==> config.mk <==
export PLATFORM = sky130hd
export DESIGN_NAME = datapath_flat
export DESIGN_NICKNAME = d
export VERILOG_FILES = /design/src/rtl/eater_pkg.sv /design/src/rtl/datapath_if.sv /design/src/rtl/eater_alu.sv /design/src/rtl/datapath.sv /design/src/flat_wrapper.sv
export SDC_FILE = /design/constraint.sdc
export NUM_CORES = 1
export LEC_CHECK = 0
export ABC_AREA = 1
export ABC_CLOCK_PERIOD_IN_PS = 5900
export CAP_MARGIN = 20
export CORE_ASPECT_RATIO = 0.5
export CORE_MARGIN = 3
export CORE_UTILIZATION = 55
export CTS_CLUSTER_SIZE = 12
export DETAILED_ROUTE_END_ITERATION = 7
export HOLD_SLACK_MARGIN = 0.08
export PLACE_DENSITY = 0.75
export SYNTH_ARGS = -nofsm -noshare
export SYNTH_HDL_FRONTEND = slang
export SYNTH_SLANG_ARGS = --single-unit
==> constraint.sdc <==
create_clock -name clk -period 5.9 [get_ports clk]
set_input_delay 1.18 -clock clk [delete_from_list [all_inputs] [get_ports clk]]
set_output_delay 1.18 -clock clk [all_outputs]
set_load 0.005 [all_outputs]
==> src/rtl/eater_pkg.sv <==
// Shared constants for the 8-bit breadboard-style CPU.
// Control-word bit positions, opcodes and default widths.
package eater_pkg;

    localparam int DATA_W_DEF = 8;
    localparam int ADDR_W_DEF = 4;

    localparam int CB_HLT = 15;
    localparam int CB_MI  = 14;
    localparam int CB_RI  = 13;
    localparam int CB_RO  = 12;
    localparam int CB_IO  = 11;
    localparam int CB_II  = 10;
    localparam int CB_AI  = 9;
    localparam int CB_AO  = 8;
    localparam int CB_EO  = 7;
    localparam int CB_SU  = 6;
    localparam int CB_BI  = 5;
    localparam int CB_OI  = 4;
    localparam int CB_CE  = 3;
    localparam int CB_CO  = 2;
    localparam int CB_J   = 1;
    localparam int CB_FI  = 0;

    localparam logic [3:0] OP_NOP = 4'h0;
    localparam logic [3:0] OP_LDA = 4'h1;
    localparam logic [3:0] OP_ADD = 4'h2;
    localparam logic [3:0] OP_SUB = 4'h3;
    localparam logic [3:0] OP_STA = 4'h4;
    localparam logic [3:0] OP_LDI = 4'h5;
    localparam logic [3:0] OP_JMP = 4'h6;
    localparam logic [3:0] OP_JC  = 4'h7;
    localparam logic [3:0] OP_JZ  = 4'h8;
    localparam logic [3:0] OP_OUT = 4'hE;
    localparam logic [3:0] OP_HLT = 4'hF;

endpackage

==> src/rtl/datapath_if.sv <==
// Control unit <-> datapath bundle: control word in,
// status/output back, plus the RAM preload port.
interface datapath_if
    import eater_pkg::*;
#(
    parameter int DATA_W = DATA_W_DEF,
    parameter int ADDR_W = ADDR_W_DEF
);

    logic [15:0]       ctrl_data;
    logic [3:0]        instruction;
    logic              prog_we;
    logic [ADDR_W-1:0] prog_addr;
    logic [DATA_W-1:0] prog_data;
    logic [DATA_W-1:0] out_data;
    logic              out_valid;
    logic              flag_c;
    logic              flag_z;
    logic              halted;
    logic              bus_conflict;

    modport master (
        output ctrl_data, prog_we, prog_addr, prog_data,
        input  instruction, out_data, out_valid,
        input  flag_c, flag_z, halted, bus_conflict
    );

    modport slave (
        input  ctrl_data, prog_we, prog_addr, prog_data,
        output instruction, out_data, out_valid,
        output flag_c, flag_z, halted, bus_conflict
    );

endinterface

==> src/rtl/eater_alu.sv <==
// Combinational add/subtract with carry-out and zero detect.
module eater_alu #(
    parameter int DATA_W = 8
) (
    input  logic [DATA_W-1:0] a_i,
    input  logic [DATA_W-1:0] b_i,
    input  logic              sub_i,
    output logic [DATA_W-1:0] result_o,
    output logic              carry_o,
    output logic              zero_o
);

    logic [DATA_W-1:0] b_op;
    logic [DATA_W:0]   sum;

    // Subtraction is two's complement: A + ~B + 1
    assign b_op = sub_i ? ~b_i : b_i;
    assign sum  = {1'b0, a_i} + {1'b0, b_op} + (DATA_W+1)'(sub_i);

    assign result_o = sum[DATA_W-1:0];
    assign carry_o  = sum[DATA_W];
    assign zero_o   = (sum[DATA_W-1:0] == '0);

endmodule

==> src/rtl/datapath.sv <==
// Single-bus datapath: A/B/ALU, PC, MAR, IR, OUT, flags and RAM,
// all steered by a 16-bit control word from the control unit.
module datapath
    import eater_pkg::*;
#(
    parameter int DATA_W = DATA_W_DEF,
    parameter int ADDR_W = ADDR_W_DEF
) (
    input logic       clk,
    input logic       rst,
    datapath_if.slave dp
);

    localparam int DEPTH = 2**ADDR_W;

    logic [DATA_W-1:0] a_q, a_d;
    logic [DATA_W-1:0] b_q, b_d;
    logic [DATA_W-1:0] ir_q, ir_d;
    logic [DATA_W-1:0] out_q, out_d;
    logic [ADDR_W-1:0] pc_q, pc_d;
    logic [ADDR_W-1:0] mar_q, mar_d;
    logic              fc_q, fc_d;
    logic              fz_q, fz_d;
    logic              halted_q, halted_d;
    logic              ov_q, ov_d;
    logic              bc_q, bc_d;

    logic [DATA_W-1:0] mem_q [DEPTH];

    logic              active;
    logic [15:0]       c;
    logic [4:0]        drv;
    logic              multi;
    logic [DATA_W-1:0] bus;
    logic [DATA_W-1:0] ram_rd;
    logic [DATA_W-1:0] alu_res;
    logic              alu_c;
    logic              alu_z;

    // Reset and halt both mask the whole control word
    assign active = !rst && !halted_q;
    assign c      = active ? dp.ctrl_data : 16'h0000;

    assign drv = {c[CB_CO], c[CB_RO], c[CB_IO], c[CB_AO], c[CB_EO]};
    assign multi = ($countones(drv) > 1);

    assign ram_rd = mem_q[mar_q];

    eater_alu #(.DATA_W(DATA_W)) u_alu (
        .a_i      (a_q),
        .b_i      (b_q),
        .sub_i    (c[CB_SU]),
        .result_o (alu_res),
        .carry_o  (alu_c),
        .zero_o   (alu_z)
    );

    always_comb begin
        bus = '0;
        if (!multi) begin
            unique case (1'b1)
                c[CB_CO]: bus = DATA_W'(pc_q);
                c[CB_RO]: bus = ram_rd;
                c[CB_IO]: bus = DATA_W'(ir_q[3:0]);
                c[CB_AO]: bus = a_q;
                c[CB_EO]: bus = alu_res;
                default:  bus = '0;
            endcase
        end
    end

    always_comb begin
        a_d      = a_q;
        b_d      = b_q;
        ir_d     = ir_q;
        out_d    = out_q;
        pc_d     = pc_q;
        mar_d    = mar_q;
        fc_d     = fc_q;
        fz_d     = fz_q;
        halted_d = halted_q | c[CB_HLT];
        ov_d     = c[CB_OI];
        bc_d     = multi;

        if (c[CB_AI]) a_d   = bus;
        if (c[CB_BI]) b_d   = bus;
        if (c[CB_II]) ir_d  = bus;
        if (c[CB_OI]) out_d = bus;
        if (c[CB_MI]) mar_d = bus[ADDR_W-1:0];

        // Jump has priority over increment
        if (c[CB_J])
            pc_d = bus[ADDR_W-1:0];
        else if (c[CB_CE])
            pc_d = pc_q + 1'b1;

        if (c[CB_FI]) begin
            fc_d = alu_c;
            fz_d = alu_z;
        end
    end

    always_ff @(posedge clk) begin
        if (rst) begin
            a_q      <= '0;
            b_q      <= '0;
            ir_q     <= '0;
            out_q    <= '0;
            pc_q     <= '0;
            mar_q    <= '0;
            fc_q     <= 1'b0;
            fz_q     <= 1'b0;
            halted_q <= 1'b0;
            ov_q     <= 1'b0;
            bc_q     <= 1'b0;
        end else begin
            a_q      <= a_d;
            b_q      <= b_d;
            ir_q     <= ir_d;
            out_q    <= out_d;
            pc_q     <= pc_d;
            mar_q    <= mar_d;
            fc_q     <= fc_d;
            fz_q     <= fz_d;
            halted_q <= halted_d;
            ov_q     <= ov_d;
            bc_q     <= bc_d;
        end
    end

    // RAM keeps its contents across reset; preload only while stopped
    always_ff @(posedge clk) begin
        if ((rst || halted_q) && dp.prog_we)
            mem_q[dp.prog_addr] <= dp.prog_data;
        else if (c[CB_RI])
            mem_q[mar_q] <= bus;
    end

    assign dp.instruction  = ir_q[DATA_W-1 -: 4];
    assign dp.out_data     = out_q;
    assign dp.out_valid    = ov_q;
    assign dp.flag_c       = fc_q;
    assign dp.flag_z       = fz_q;
    assign dp.halted       = halted_q;
    assign dp.bus_conflict = bc_q;

endmodule

==> src/flat_wrapper.sv <==
// flat-port wrapper written by rule: the top's interface ports become plain ports
module datapath_flat import eater_pkg::*;
#(
    parameter int DATA_W = DATA_W_DEF,
    parameter int ADDR_W = ADDR_W_DEF
)
  (clk, rst, dp_ctrl_data, dp_prog_we, dp_prog_addr, dp_prog_data, dp_instruction, dp_out_data, dp_out_valid, dp_flag_c, dp_flag_z, dp_halted, dp_bus_conflict);
  datapath_if #(.DATA_W(DATA_W), .ADDR_W(ADDR_W)) dp_i ();
  input logic clk;
  input logic rst;
  input wire logic [$bits(dp_i.ctrl_data)-1:0] dp_ctrl_data;
  input wire logic [$bits(dp_i.prog_we)-1:0] dp_prog_we;
  input wire logic [$bits(dp_i.prog_addr)-1:0] dp_prog_addr;
  input wire logic [$bits(dp_i.prog_data)-1:0] dp_prog_data;
  output wire logic [$bits(dp_i.instruction)-1:0] dp_instruction;
  output wire logic [$bits(dp_i.out_data)-1:0] dp_out_data;
  output wire logic [$bits(dp_i.out_valid)-1:0] dp_out_valid;
  output wire logic [$bits(dp_i.flag_c)-1:0] dp_flag_c;
  output wire logic [$bits(dp_i.flag_z)-1:0] dp_flag_z;
  output wire logic [$bits(dp_i.halted)-1:0] dp_halted;
  output wire logic [$bits(dp_i.bus_conflict)-1:0] dp_bus_conflict;
  assign dp_i.ctrl_data = dp_ctrl_data;
  assign dp_i.prog_we = dp_prog_we;
  assign dp_i.prog_addr = dp_prog_addr;
  assign dp_i.prog_data = dp_prog_data;
  assign dp_instruction = dp_i.instruction;
  assign dp_out_data = dp_i.out_data;
  assign dp_out_valid = dp_i.out_valid;
  assign dp_flag_c = dp_i.flag_c;
  assign dp_flag_z = dp_i.flag_z;
  assign dp_halted = dp_i.halted;
  assign dp_bus_conflict = dp_i.bus_conflict;
  datapath #(.DATA_W(DATA_W), .ADDR_W(ADDR_W)) u_core (.clk(clk), .rst(rst), .dp(dp_i));
endmodule
==> images/io_fan.png <==
Drawn at 2 px/um.
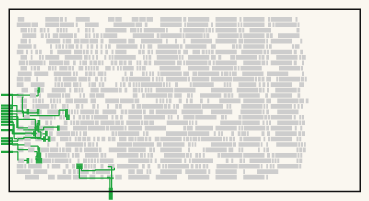
green -> dp_ctrl_data  # direction input, end cells 18, wire 330 um
port bufs: 47
I/O Pins: 48

==> images/layer_met2.png <==
Drawn at 4 px/um.
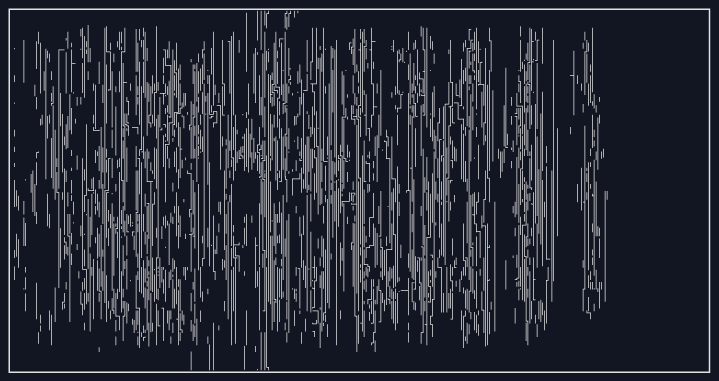
share of all routed wire = 45%
wire length on this layer = 8730 um
nets with wire on the layer = 703
longest straight run = 60.2 um
Vias: 5949
Total Wirelength: 19300 um
met2 usage: 0.388

==> images/io_placement.png <==
Drawn at 4 px/um. Pins as bars across the die edge, other pins in grey.
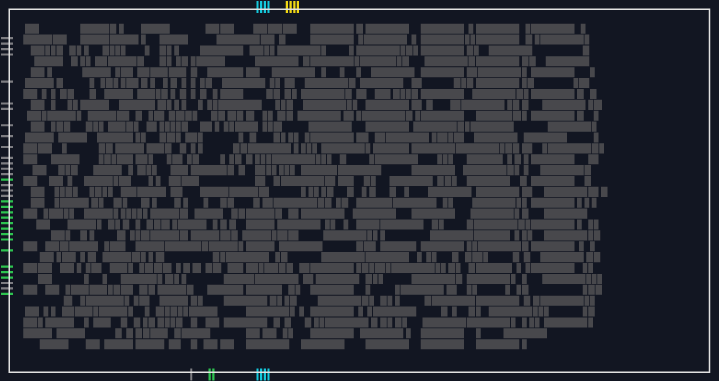
green -> dp_ctrl_data  # pins 16, direction input, edge 14 west, 2 south
cyan -> dp_prog_data  # pins 8, direction input, edge 4 south, 4 north
yellow -> dp_prog_addr  # pins 4, direction input, edge north
all pins by edge = 33 west, 8 north, 7 south
Die Y-Extent: 90.4 um
Die Wd: 175 um

==> out/results.ini <==
[power_and_ir_drop]
pg_comb_uw=259
p_sw_uw=714
top_power_group=sequential cells
cellLeakagePower_uw=0.00351
power_frac_comb=0.095
finalPower_uw=2740
pg_clk_uw=1090
power.share.switching=0.261
power_frac_seq=0.506
power_density_nw_per_um2=302
intPower_uw=2030

[placed_design]
gp_congestion=0.964
placed_area_um2=8480
dpl.cell_count=1018

[synth]
area_leaders=edfxtp_1 49%, dfxtp_1 13%, nand2_1 7.4%
yosysTopAreaCell=edfxtp_1
syn_area_um2=7830
simple_gate_area_frac=0.194
synthAdderAreaFrac=0.0259
ys_sh_mux=0
aoi_share=0.102
top_cell=nand2_1
synth_nets=842
synth_cell_types=32
yosys-top-cells-count=154 x nand2_1, 128 x edfxtp_1, 116 x nor2_1
edf_count=128
logic_family=simple AND/OR/NAND/NOR gates
ys_seq_frac=0.616
ys_sh_xor=0.0112

[detailed_routing]
route.layer.met1.wl_um=8290
wl_per_cell_um=18.4
vias_per_cell=5.67
wl_met2_um=8730
highest_layer=met4
drt_iter0_drc=577

[global_routing]
grt_max_degree=66
busiest_layer=met2
overflow=0
use_met1=0.361
track_usage=0.252
antenna_found_initial=0
grt_pass1_vias=5665

[layout]
fin_area_um2=9060
final_core_util=0.660
syn2layout_area_growth_pct=15.8
instances_no_fill=1050

[min_path]
hp-start=u_core.ir_q[4]
min_path_cells=2
hold_path_end=u_core.ir_q[4]

[run]
cap_violations=0

[final_timing]
holdWs_ns=0.458
worstMarginPinSlew_ns=1.20
setup_viol=0
fmax_mhz=208
grt_setup_unrepaired=false
relSlewSlack=0.200
drv_slew=0
fin_tns_setup_ns=0

[status]
outcome=finished clean

[clock_tree]
cts_hold_buf=0
cts_buffers=17
clock-sinks=177
cts_resized=0
clk_pin_slew_ns=0.07
post_cts_buffers=0
clk_path_buf_depth=2
clk_latency_ns=0.43

[floorplan]
fp_util=0.570
num_rows=30

[critical_path]
reg2reg_depth=9
r2r-start=u_core.dp.halted
reg2reg_slack_ns=2.21
r2r-end=u_core.mem_q[4][4]
cp_max_fo=16

-- area by class of cell --
class | count | area, um2
well taps | 192 | 240
repair buffers | 62 | 587
inverters | 58 | 218
clock buffers | 17 | 425
multi-input cells | 529 | 2610
clock inverters | 15 | 160
fillers | 1057 | 4680
flip-flops and latches | 177 | 4830
-- cell usage in the layout, fill, tap and decap left out, types with 3 or more instances in the layout --
| master | netlist | routed |
|---|---|---|
| a21oi_1 | 19 | 19 |
| clkbuf_16 | 0 | 17 |
| clkinv_8 | 0 | 3 |
| nand3_1 | 74 | 74 |
| inv_1 | 54 | 54 |
| edfxtp_1 | 128 | 128 |
| o21ai_1 | 12 | 12 |
| nand4_1 | 3 | 3 |
| dfxtp_1 | 49 | 48 |
| o21ai_0 | 75 | 75 |
| xor2_1 | 6 | 6 |
| xnor2_1 | 4 | 4 |
| clkdlybuf4s50_1 | 0 | 47 |
| o211ai_1 | 15 | 15 |
| nand2_2 | 6 | 6 |
| ha_1 | 13 | 13 |
| nor2_1 | 116 | 116 |
| or2_2 | 5 | 5 |
| buf_4 | 14 | 14 |
| o22ai_1 | 15 | 15 |
| inv_8 | 0 | 5 |
| nand2_1 | 154 | 154 |
-- worst max-delay path, cell delays in order --
cell and delay (ns):
clkdlybuf4s50_1 0.65, nor2_8 0.33, nand2_1 0.19, ha_1 0.34, ha_1 0.29, a31o_2 0.25, fa_1 0.49, a311oi_4 0.64
nand3_1 0.18, nand2_1 0.42
-- sequential cells by signal, indices dropped and copies added (netlist names), named ones only --
register and cells:
u_core.dp.bus_conflict 1, u_core.dp.out_data 8, u_core.a_q 8, u_core.dp.flag_z 1, u_core.dp.flag_c 1, u_core.dp.out_valid 1, u_core.ir_q 8, u_core.b_q 8
u_core.mem_q 128, u_core.pc_q 4, u_core.dp.halted 1, u_core.mar_q 4
